--- config.mk ---
export PLATFORM = sky130hd
export DESIGN_NAME = upg_load_ctrl
export DESIGN_NICKNAME = d
export VERILOG_FILES = /design/src/rtl/upg_load_ctrl.sv
export SDC_FILE = /design/constraint.sdc
export NUM_CORES = 1
export LEC_CHECK = 0
export CORE_MARGIN = 2
export CORE_UTILIZATION = 40
export DETAILED_ROUTE_END_ITERATION = 6
export PLACE_DENSITY = 0.64
export SYNTH_ARGS = -nofsm -noshare
export SYNTH_HDL_FRONTEND = slang
export SYNTH_SLANG_ARGS = --single-unit
--- constraint.sdc ---
create_clock -name clock -period 2.2 [get_ports clock]
set_clock_uncertainty 0.1 [all_clocks]
set_input_delay 0.22 -clock clock [delete_from_list [all_inputs] [get_ports clock]]
set_output_delay 0.22 -clock clock [all_outputs]
set_load 0.05 [all_outputs]
--- src/rtl/upg_load_ctrl.sv ---
// UART program-download controller: debounces the load button, holds the CPU
// in reset while routing UART writes to instruction/data memory, then drains.
module upg_load_ctrl #(
    parameter int unsigned DEBOUNCE_CYCLES = 20000,
    parameter int unsigned DRAIN_CYCLES    = 16,
    parameter int unsigned IDLE_TIMEOUT    = 10000000
) (
    input  logic        clock,
    input  logic        rst,
    input  logic        start_pg,
    input  logic        upg_wen_i,
    input  logic [14:0] upg_adr_i,
    input  logic        upg_done_i,
    output logic        upg_rst_o,
    output logic        cpu_rst_o,
    output logic        imem_wen_o,
    output logic        dmem_wen_o,
    output logic [13:0] mem_adr_o,
    output logic [15:0] word_cnt_o,
    output logic        load_err_o,
    output logic [1:0]  state_o
);

    localparam int unsigned DB_W = (DEBOUNCE_CYCLES < 2) ? 1 : $clog2(DEBOUNCE_CYCLES + 1);
    localparam int unsigned DR_W = (DRAIN_CYCLES < 2)    ? 1 : $clog2(DRAIN_CYCLES + 1);
    localparam int unsigned TO_W = (IDLE_TIMEOUT < 2)    ? 1 : $clog2(IDLE_TIMEOUT + 1);

    typedef enum logic [1:0] {
        ST_RUN   = 2'd0,
        ST_LOAD  = 2'd1,
        ST_DRAIN = 2'd2
    } state_t;

    state_t            r_state;
    logic              r_sync1;
    logic              r_sync2;
    logic [DB_W-1:0]   r_db_cnt;
    logic              r_press;
    logic [DR_W-1:0]   r_drain_cnt;
    logic [TO_W-1:0]   r_to_cnt;
    logic              r_first_seen;
    logic              r_upg_rst;
    logic [15:0]       r_word_cnt;
    logic              r_load_err;
    logic              w_in_load;

    // Two-flop synchroniser for the asynchronous pushbutton
    always_ff @(posedge clock or posedge rst) begin
        if (rst) begin
            r_sync1 <= 1'b0;
            r_sync2 <= 1'b0;
        end else begin
            r_sync1 <= start_pg;
            r_sync2 <= r_sync1;
        end
    end

    // Debounce: count while held, saturate so a long press yields one pulse
    always_ff @(posedge clock or posedge rst) begin
        if (rst) begin
            r_db_cnt <= '0;
            r_press  <= 1'b0;
        end else begin
            r_press <= r_sync2 && (r_db_cnt == DB_W'(DEBOUNCE_CYCLES - 1));
            if (!r_sync2) begin
                r_db_cnt <= '0;
            end else if (r_db_cnt != DB_W'(DEBOUNCE_CYCLES)) begin
                r_db_cnt <= r_db_cnt + DB_W'(1);
            end
        end
    end

    // Mode sequencer RUN -> LOAD -> DRAIN -> RUN with load bookkeeping
    always_ff @(posedge clock or posedge rst) begin
        if (rst) begin
            r_state      <= ST_RUN;
            r_upg_rst    <= 1'b1;
            r_word_cnt   <= '0;
            r_load_err   <= 1'b0;
            r_to_cnt     <= '0;
            r_first_seen <= 1'b0;
            r_drain_cnt  <= '0;
        end else begin
            case (r_state)
                ST_RUN: begin
                    r_upg_rst <= 1'b1;
                    if (r_press) begin
                        r_state      <= ST_LOAD;
                        r_upg_rst    <= 1'b0;
                        r_word_cnt   <= '0;
                        r_load_err   <= 1'b0;
                        r_to_cnt     <= '0;
                        r_first_seen <= 1'b0;
                    end
                end
                ST_LOAD: begin
                    if (upg_wen_i) begin
                        r_first_seen <= 1'b1;
                        r_to_cnt     <= '0;
                        if (r_word_cnt != 16'hFFFF) begin
                            r_word_cnt <= r_word_cnt + 16'd1;
                        end
                    end else if (r_first_seen) begin
                        r_to_cnt <= r_to_cnt + TO_W'(1);
                    end
                    // Done wins over a coincident timeout: the download completed
                    if (upg_done_i) begin
                        r_state     <= ST_DRAIN;
                        r_upg_rst   <= 1'b1;
                        r_drain_cnt <= '0;
                    end else if (!upg_wen_i && r_first_seen &&
                                 (r_to_cnt == TO_W'(IDLE_TIMEOUT - 1))) begin
                        r_state     <= ST_DRAIN;
                        r_upg_rst   <= 1'b1;
                        r_load_err  <= 1'b1;
                        r_drain_cnt <= '0;
                    end
                end
                ST_DRAIN: begin
                    r_upg_rst <= 1'b1;
                    if (r_drain_cnt == DR_W'(DRAIN_CYCLES - 1)) begin
                        r_state <= ST_RUN;
                    end else begin
                        r_drain_cnt <= r_drain_cnt + DR_W'(1);
                    end
                end
                default: begin
                    r_state   <= ST_RUN;
                    r_upg_rst <= 1'b1;
                end
            endcase
        end
    end

    // Zero-latency write routing, gated to LOAD only
    always_comb begin
        w_in_load  = (r_state == ST_LOAD);
        imem_wen_o = w_in_load && upg_wen_i && !upg_adr_i[14];
        dmem_wen_o = w_in_load && upg_wen_i &&  upg_adr_i[14];
        cpu_rst_o  = rst || (r_state != ST_RUN);
    end

    assign mem_adr_o  = upg_adr_i[13:0];
    assign upg_rst_o  = r_upg_rst;
    assign word_cnt_o = r_word_cnt;
    assign load_err_o = r_load_err;
    assign state_o    = r_state;

endmodule
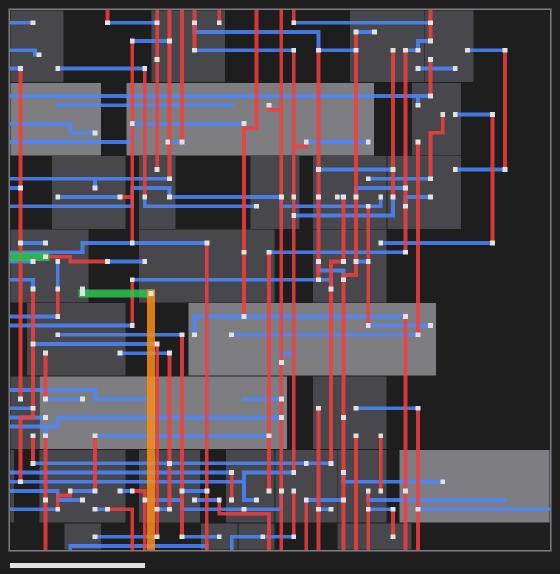
(images/zoom.png)
The bar under the picture is 5 um long. Region (67, 67) to (87, 87) um. Cells in gray, sequential cells in the stronger gray; small squares are vias.
[blue] met1
[green] met3
[orange] met4
[red] met2
most frequent: or4_1 (4), dfrtp_1 (4)
cells with their middle in the window: 25
netlist names of flops here include: r_to_cnt (4)
sequential cells in the window: 4

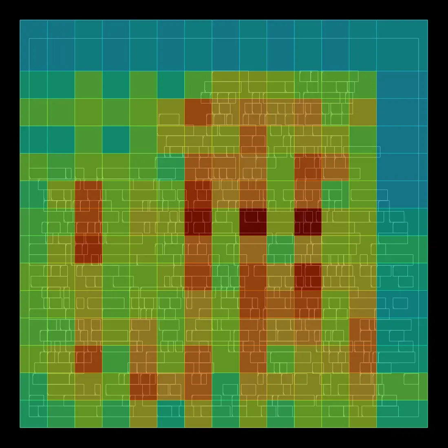
(images/final_congestion.png)
Final Core Density: 49.50%
met1 track utilization from global routing: 23.96%
WL/cell: 15.07 um

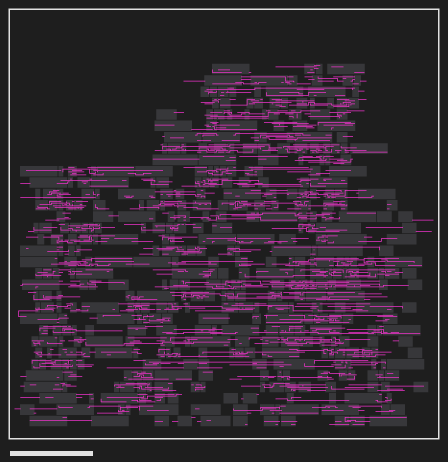
(images/met1.png)
The bar under the picture is 20 um long.
nets with wire on the layer: 425
main direction: horizontal
share of all routed wire: 46%

==> notes.md <==
This note records the results obtained with Yosys and OpenROAD.

Finish
The layout report lists the combined flip-flop and latch area as 0.001707 mm2. The final antenna diode tally reported by the flow is 0. The tally of non-filler cells in the final layout is 581. In the finished design the tool counted flip-flops and latches totalling 68. The cell area after layout is 0.004617 mm2.

In the final layout, excluding clock buffers the buffer count is about 50.

Floorplan
The well tap count is 129. The die outline height is 102.6 um.

Run status
The run finished with clean final reports.

Detailed routing
In the routed layout, each cell is associated on average with a via count of around 5.6. In this run the remaining antenna-violating nets after routing total 0. The detailed router reports a met2 wire length of between 4 and 5 mm. For this block, wires on met1 add up to between 4 and 5 mm.

Worst setup path
The critical path is of the register to primary output type. Measured in cells, the most critical reg-to-reg path has a length of 4. The capturing instance or port of the critical path is state_o[1]. The critical path's largest stage delay is 790 ps. The startpoint of the lowest-slack register-to-register path is state_o[0]. The slowest cell on the critical path is sky130_fd_sc_hd__clkdlybuf4s50_1.

The depth of the critical timing path with buffers and inverters included is 2.

Timing
Setup repair after global routing left no endpoint under its margin. The worst path meets setup with 88.27 ps of slack. The last timing report of the flow puts the setup violation total at 0.

Yosys
The commonest cells after synthesis are sky130_fd_sc_hd__dfrtp_1, sky130_fd_sc_hd__nand2_1, sky130_fd_sc_hd__nor2_1. sky130_fd_sc_hd__dfrtp_1 is the most common cell in the netlist. In the synthesized netlist the async set-or-reset flop fraction comes to 100.0%. The adder-cell area share of the yosys netlist is 1.932%.

Summing every instance area after synthesis gives 0.003885 mm2. The post-synthesis net count is approximately 440. After technology mapping, the gate count stands at 417.

The cell total in the yosys stat output is roughly 420.

Power
The largest power group is registers. The total power consumption of the routed design is 3.157 mW. The power attributed to combinational cells is 0.472 mW.

Per report_power, the Clock row totals 1.29 mW. The share of power burned in the clock network is 40.9%.

Global route
The number of antenna violations at the first check in global routing is 0. The first global-routing pass estimated 15.58 mm of wire. The total congestion overflow after global routing is 0.

CTS
The number of post-CTS setup repair buffers is 0. For reference, the clock transition at the flip-flops on the worst setup and hold paths is 80 ps.

Place
The HPWL after detailed placement is 6.005 mm. The routability congestion estimate is approximately 0.80.

Hold path
The number of stages on the worst hold path is 1. The startpoint identified for the worst hold timing path is start_pg.
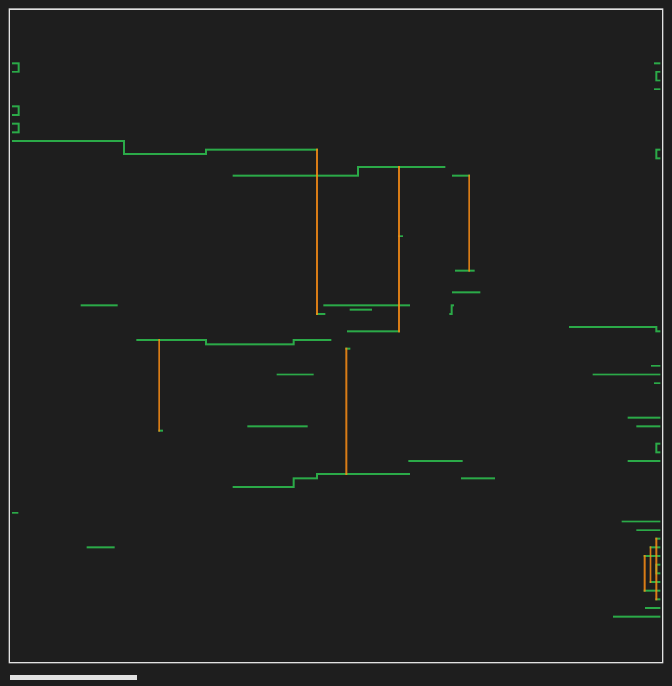
(images/metal_stack.png)
The bar under the picture is 20 um long. Only two layers are drawn.
[green] met3 | wire length: 310 um
[orange] met4 | wire length: 121 um
total wire length: 8.755 mm
detailed-route via count: 3,251
global router's overall resource usage: 18.73%

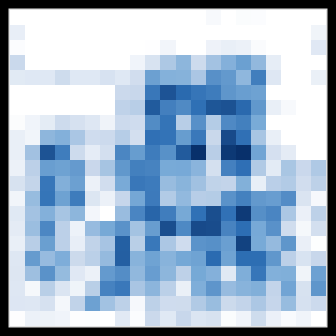
(images/wire_density.png)
The die is cut into 21 by 21 equal tiles; white is low, dark blue is high, scaled to the fullest tile. Values are wire area over tile area, all layers added.
mean over tiles: 0.13
densest ninth of the die: middle
tiles over half the peak: 27%
fullest tile: 0.43
nearly empty tiles: 23%

Power and IR drop assume default switching activity.
